==> run_1/congestion_map.png <==
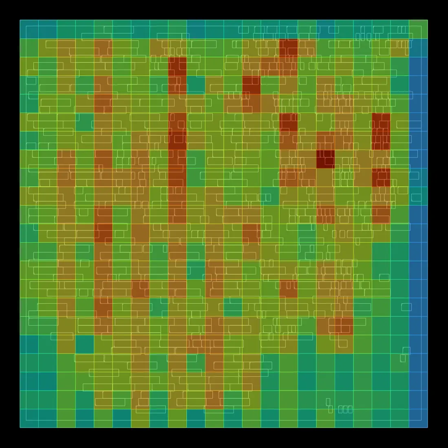
==> run_1/clock_wires.png <==
Bar = 50 um.
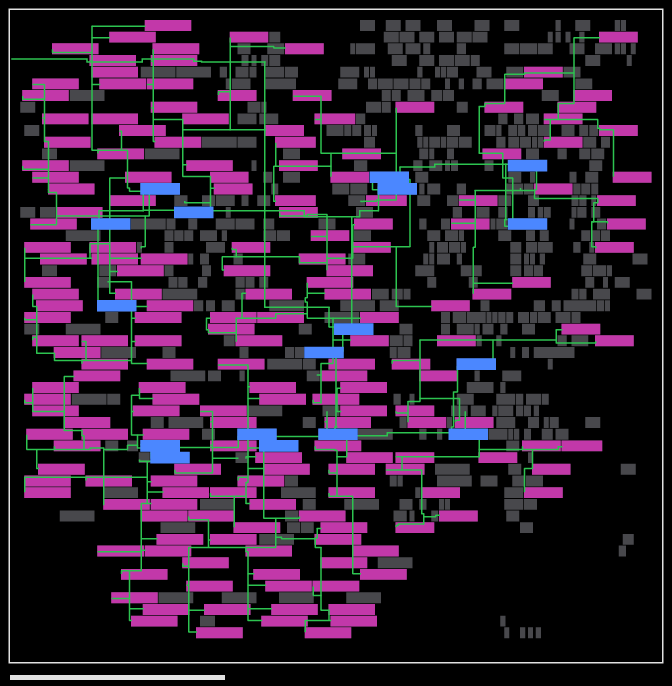
==> run_1/floorplan.png <==
Pins as bars on the die edge. Tap cells in gray.
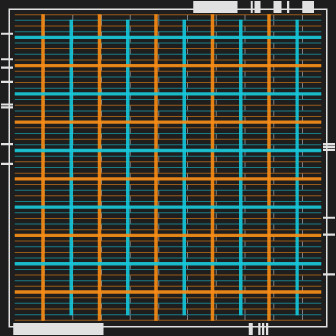
Design uart_tx_slave_flat, sky130hd; sources not shown.
==> run summary, run 1 <==
yosys + openroad results -> setup slack, reg-to-reg=5.51 ns, Lkg Pwr=3.55 nW, Reg clk slew, reported paths=0.07 ns, tool warnings=80, gr ovfl total=0, Final HPWL DP=13.1 mm, Gate Count Post-Synth=599, non-filler instance count after layout=926, Pre-Place Util=0.404, Slew headroom=0.430, sequential fraction of the synthesis area=0.612, TritonCTS clock tree=done, CTS resizes=0, vias per cell=5.52, largest net degree at the start of global routing=61, CP Capture Type=output pin, ratio of cells with drive above 1 in the final layout=0.167, max-cap check violation count=0, Design Area, Final=9890 um2, min cycle time layout=6.50 ns, CP Class=in -> out, post-synthesis async set-or-reset flop share=0.319, final worst slack=roughly 3.7 ns, CP Launch Type=input port, Worst R2R Path Depth=12, pre-CTS setup slack=3.67 ns, commonest non-fill, non-tap cells in the layout=edfxtp_1 (128), dfrtp_1 (55), clkdlybuf4s50_1 (40), Hold WS=0.339 ns, hold buffers post-CTS=0, EDFF count, synth=128, number of setup violations in the final report=0, setup TNS=0 ns, Largest register FFs=roughly 130, Post-Place Cells=894, port bufs=41, Area Overhead vs Synth=13.2%, Num CTS Buffers=17, vias in the first global route=5202, status=finished, final reports clean, antenna violations before repair=0, placed inst area=about 9300 um2, actual slew at the worst max-slew pin=0.853 ns, ys flop type=edfxtp_1, H-tree depth=4, crit path DAT=4.31 ns, hold path depth=1, WP data required=8.01 ns, placement row count=54, chip footprint=~23000 um2, Post-CTS Repair Setup Buffers=0, Final Cycle Share=0.637, Nets=about 720, gpl congestion=just over 0.8, final slew viol count=0, Yosys warnings=0, Power Density=265 nW/um2, global-route wire length before repair=30.6 mm, Max FO, Critical Path=18, Synth Cell Area=8740 um2, clock sink count=~190, initial DRC count=337, final wirelength=19.5 mm, yosys cell count=599, routed vias=5115, RSZ-0062 raised after global routing=no, CTS Root Cell=clkbuf_16, Max Root-Sink Buffers=2, synth unique cells=59, Pre-antenna DRT Iters=5, Inserted Diodes=0, number of synthesized register bits=188, Min-Delay Path Class=reg -> reg, # DRC=0, hold violation count in the final report=0, Antenna Nets Post-Route=0, GRT Util Overall=0.172, most frequent logic cell in the layout=edfxtp_1, overall power=between 2 and 3 mW, Top-Level Pins=104, Post-Syn Area per Cell=14.6 um2, Max Fclk=154 MHz, yosys stat area=8740 um2
About congestion_map.png:
gr busiest metal: met2
M1 GR Usage: 0.241
routed len/inst: 21.0 um
global routing usage on met3: 0.0328
post-layout util: 0.458

About clock_wires.png:
clock wires: shown in green, length 2290 um. clock-net drivers: shown in blue, count 17. flip-flops: shown in magenta, count 188.
Position of the flops: widely spread. There are 18 routed clock nets.
clk latency late pin: 0.43 ns
clock network fraction of design power: 0.246
P_clk: 644 uW

About floorplan.png:
VSS: shown in orange. VDD: shown in cyan.
10 straps on met5. 55 met1 rails follow the rows. The core has 54 rows. 280 tap cells. 10 straps on met4.
height of the die: 152 um
Peak VDD IR: 130 uV
Die Wd: 152 um
core area: 21600 um2

==> run 1: cell usage after synthesis, drive strengths merged (15+ instances only) <==
master  number  area (um2)
dfrtp       56        1400
nor2        33         126
ha          20         250
inv         16        60.1
clkbuf      15        56.3
nand2       21        78.8
and3        24         150
buf         30         203
xnor2       20         175
mux4        34         766
edfxtp     128        3840
o22ai       16         100
mux2        23         259
==> run 1: where the power goes <==
group / internal, mW / leakage (nW) / switching [mW]
clock: 0.327 / 0.275 / 0.317
combinational: 0.415 / 1.39 / 0.509
sequential: 0.921 / 1.89 / 0.132
==> run 1: per-layer routing <==
| metal | share of wire | up-vias | global-route usage |
|---|---|---|---|
| li1 | - | 2365 | - |
| met1 | 0.46 | 2659 | 0.241 |
| met2 | 0.51 | 81 | 0.284 |
| met3 | 0.028 | 10 | 0.0328 |
| met4 | 0.0073 | 0 | 0.0369 |
| met5 | 0 | - | 0 |
==> run 1: cell families after synthesis <==
| logic type | after synthesis | share of synthesized area |
|---|---|---|
| xor+xnor | 32 | 0.0321 |
| compound gates | 95 | 0.0803 |
| fa+ha+maj | 21 | 0.0309 |
| mux | 60 | 0.121 |
| other cells | 1 | 0.000429 |
| flops | 188 | 0.612 |
| buf+inv | 61 | 0.0365 |
| simple gates | 141 | 0.0872 |
==> run 1: final cells by class <==
cell class | count | area (um2)
clock buffers | 18 | 429
inverters | 16 | 60.1
multi-input cells | 365 | 3130
repair buffers | 45 | 435
fillers | 1949 | 11700
flip-flops and latches | 188 | 5350
well taps | 280 | 350
clock inverters | 14 | 138
==> run 1: worst max-delay path, cell delays in order <==
cell and delay (ns):
clkdlybuf4s50_1 0.44, inv_1 0.09, ha_1 0.52, a22oi_1 0.18, nor2_1 0.20, clkdlybuf4s50_1 0.83
## Run 2: what changed since run 1
==> constraint.sdc (replaced) <==
create_clock -name clk -period 5.43 [get_ports clk]
set_clock_uncertainty 0.15 [all_clocks]
set_input_delay 1.086 -clock clk [delete_from_list [all_inputs] [get_ports clk]]
set_output_delay 1.086 -clock clk [all_outputs]
set_load 0.05 [all_outputs]
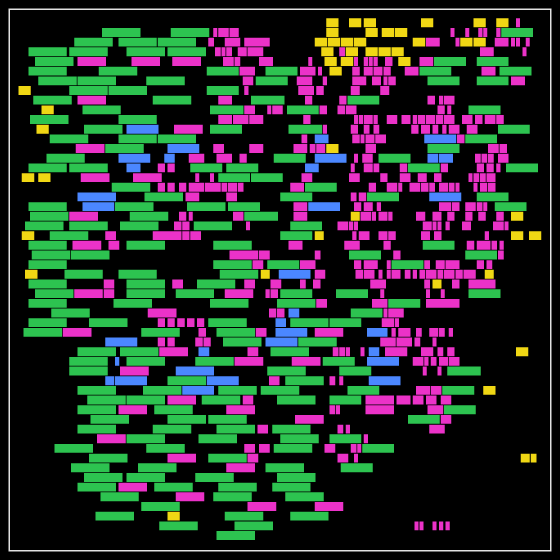
(run_2/class_map.png)
remaining logic cells: shown in magenta, cells 381, share of their area 33%. clock drivers and dummy loads: shown in blue, cells 32, share of their area 6.4%. registers: shown in green, cells 188, share of their area 56%. remaining buffers and delay cells: shown in yellow, cells 47, share of their area 4.7%.
placement row count: 54
register share of the cell area: 0.538
Design Area, Final: 9950 um2

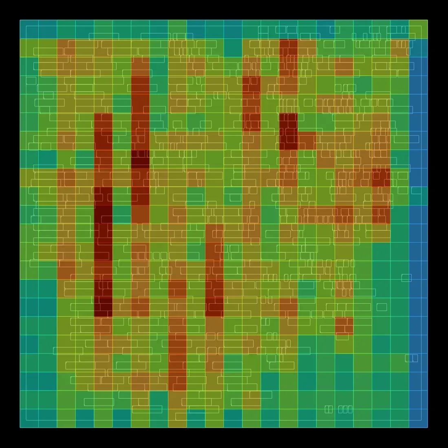
(run_2/congestion_map.png)
GRT Util Overall: 0.173
M1 GR Usage: 0.241
global routing usage on met3: 0.0280

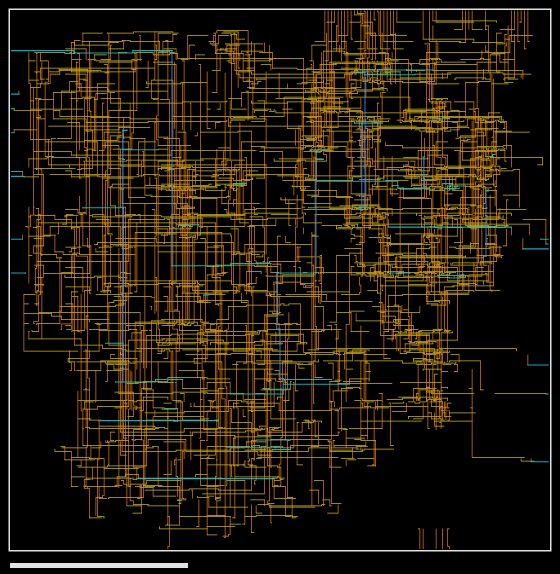
(run_2/layers.png)
Bar = 50 um.
M4: shown in blue, wire length 289 um. M2: shown in orange, wire length 9770 um. M3: shown in cyan, wire length 509 um. M1: shown in yellow, wire length 8890 um.
routed vias: 5181
routed len/inst: 21.0 um

==> run summary, run 2 <==
yosys + openroad results -> CP Capture Type=output pin, Max Root-Sink Buffers=2 (unchanged), Pint=3.22 mW (+93%), number of setup violations in the final report=0 (unchanged), ys flop type=edfxtp_1, crit path DAT=3.38 ns (-0.93 ns), final wirelength=19.5 mm (about the same), setup TNS=0 ns (unchanged), max-cap check violation count=0 (unchanged), H-tree depth=4 (unchanged), RSZ-0062 raised after global routing=no, Power Density=504 nW/um2 (+90%), Yosys warnings=0 (unchanged), Post-Syn Area per Cell=14.6 um2 (unchanged), top-count cell post-synth=edfxtp_1, status=finished, final reports clean, Crit-path slowest cell=clkdlybuf4s50_1, Synth area leader=edfxtp_1, # DRC=0 (unchanged), Area Overhead vs Synth=13.8%, final worst slack=0.817 ns (-2.88 ns), Post-Place Cells=896 (+0.22%), TritonCTS clock tree=done, Num CTS Buffers=17 (unchanged), Hold WS=0.333 ns (-0.00588 ns), vias per cell=5.58 (+1.1%), most used cell, CP=clkdlybuf4s50_1, pre-CTS setup slack=0.865 ns (-2.81 ns), antenna violations before repair=0 (unchanged), WP data required=4.19 ns (-3.82 ns), actual slew at the worst max-slew pin=0.858 ns (+0.00509 ns), Pre-Place Util=0.404 (unchanged), clock network fraction of design power=0.259 (+0.013), height of the die=152 um (unchanged), Peak VDD IR=241 uV (+86%), cell depth of the worst setup path=6 (unchanged), Post-synth top cells=edfxtp_1 (128), dfrtp_1 (56), mux4_2 (34), nor2_1 (32), and3_1 (24), ratio of cells with drive above 1 in the final layout=0.170 (+0.00257), crit path cell chain=clkdlybuf4s50_1 > inv_1 > ha_1 > a22oi_1 > nor2_1 > clkdlybuf4s50_1, Synth Cell Area=8740 um2 (unchanged), core area=21600 um2 (unchanged), Post-CTS Repair Setup Buffers=0 (unchanged), cell family with most CP delay=buffers and inverters, post-synthesis async set-or-reset flop share=0.319 (unchanged), Pre-antenna DRT Iters=5 (unchanged), Worst R2R Path Depth=13 (+1), EDFF count, synth=128 (unchanged), Gate Count Post-Synth=599 (unchanged), logic area=3130 um2 (unchanged), gpl congestion=0.820 (+1.5%), Buf/Inv on CP=3 (unchanged), Fill cells=1927 (-1.1%), Lkg Pwr=3.58 nW (+0.94%), hold path depth=2 (+1), CTS resizes=0 (unchanged), synth unique cells=59 (unchanged), register area=5350 um2 (unchanged), tool warnings=80 (unchanged), global-route wire length before repair=30.4 mm (-0.79%), commonest non-fill, non-tap cells in the layout=edfxtp_1 (128), dfrtp_1 (55), clkdlybuf4s50_1 (40), overall power=5.02 mW (+91%), Largest register FFs=128 (unchanged), yosys stat area=8740 um2 (unchanged), Final HPWL DP=13.1 mm (about the same), Max FO, Critical Path=18 (unchanged), Min-Delay Path Class=reg -> reg, hold violation count in the final report=0 (unchanged), number of synthesized register bits=188 (unchanged), non-filler instance count after layout=928 (+0.22%), Combinational Power Share=0.348 (-0.004), yosys cell count=599 (unchanged), Die Wd=152 um (unchanged), sequential fraction of the synthesis area=0.612 (unchanged), hold buffers post-CTS=0 (unchanged), vias in the first global route=5119 (-1.6%), Top cells by area=edfxtp_1 (44%), dfrtp_1 (16%), mux4_2 (8.8%), Antenna Nets Post-Route=0 (unchanged), Top-Level Pins=104 (unchanged), CTS Root Cell=clkbuf_16, Psw=1.80 mW (+88%), switching share of power=0.359 (-0.00643), Reg power frac=0.393 (-0.009), Inserted Diodes=0 (unchanged), chip footprint=23100 um2 (unchanged), gr ovfl total=0 (unchanged), Nets=726 (+0.28%), largest net degree at the start of global routing=61 (unchanged), placed inst area=9340 um2 (+0.16%), Final Cycle Share=0.850, Synth top area share=0.440 (unchanged), clock sink count=188 (unchanged), setup slack, reg-to-reg=1.11 ns (-4.40 ns), final slew viol count=0 (unchanged), Max Fclk=about 220 MHz, initial DRC count=382 (+13%), max incr delay on CP=0.84 ns (about the same), clk latency late pin=0.43 ns (about the same), CP Class=in -> out, most frequent logic cell in the layout=edfxtp_1, post-layout util=0.460 (+0.00272), min cycle time layout=4.61 ns, Reg clk slew, reported paths=0.07 ns (about the same), CP Launch Type=input port, port bufs=41 (unchanged), Slew headroom=0.423 (-0.00744)
run 2: netlist changes by cell type in the layout (fill, tap and decap cells not counted):
cell and change:
clkinv_8 +1, clkinv_1 +1, clkbuf_1 -1, bufinv_16 +2
inv_6 +3, inv_8 -3, buf_4 +2, clkinv_4 -2
clkinvlp_4 -1
run 2: power by group through the flow:
stage               Combinational, mW  Sequential (mW)  Clock (mW)
floorplan                        1.41             1.90           0
global placement                 1.73             1.99           0
detailed placement               1.76             2.00           0
CTS                              1.76             1.98        1.32
global route                     1.92             2.01        1.39
finish                           1.74             1.97        1.30
run 2: final cells by class:
| cell class | count | area share |
|---|---|---|
| repair buffers | 47 | 0.0453 |
| flip-flops and latches | 188 | 0.538 |
| inverters | 16 | 0.00603 |
| clock buffers | 17 | 0.0427 |
| clock inverters | 15 | 0.0186 |
| multi-input cells | 365 | 0.314 |
| well taps | 280 | 0.0352 |
run 2: kinds of logic (layout without fill, tap and decap cells):
group                    Yosys count  count (layout)  share of synthesized area
other                              1              16                   0.000429
flip-flops                       188             188                      0.612
adder cells (fa/ha/maj)           21              21                     0.0309
AND/OR/NAND/NOR                  141             141                     0.0872
multiplexers                      60              60                      0.121
XOR/XNOR                          32              32                     0.0321
AND-OR/OR-AND                     95              95                     0.0803
buffers and inverters             61              95                     0.0365
run 2: layer usage:
layer / wire (um) / global-route usage
met1: 8890 / 0.241
met2: 9770 / 0.282
met3: 508 / 0.0280
met4: 288 / 0.0485
met5: 0 / 0
run 2: worst min-delay path, stage by stage (launching register included):
cell and delay [ns]:
dfrtp_1 0.34, nand2_1 0.05, o21ai_1 0.06
No activity file was given, so power comes from the tool's default toggle rates.
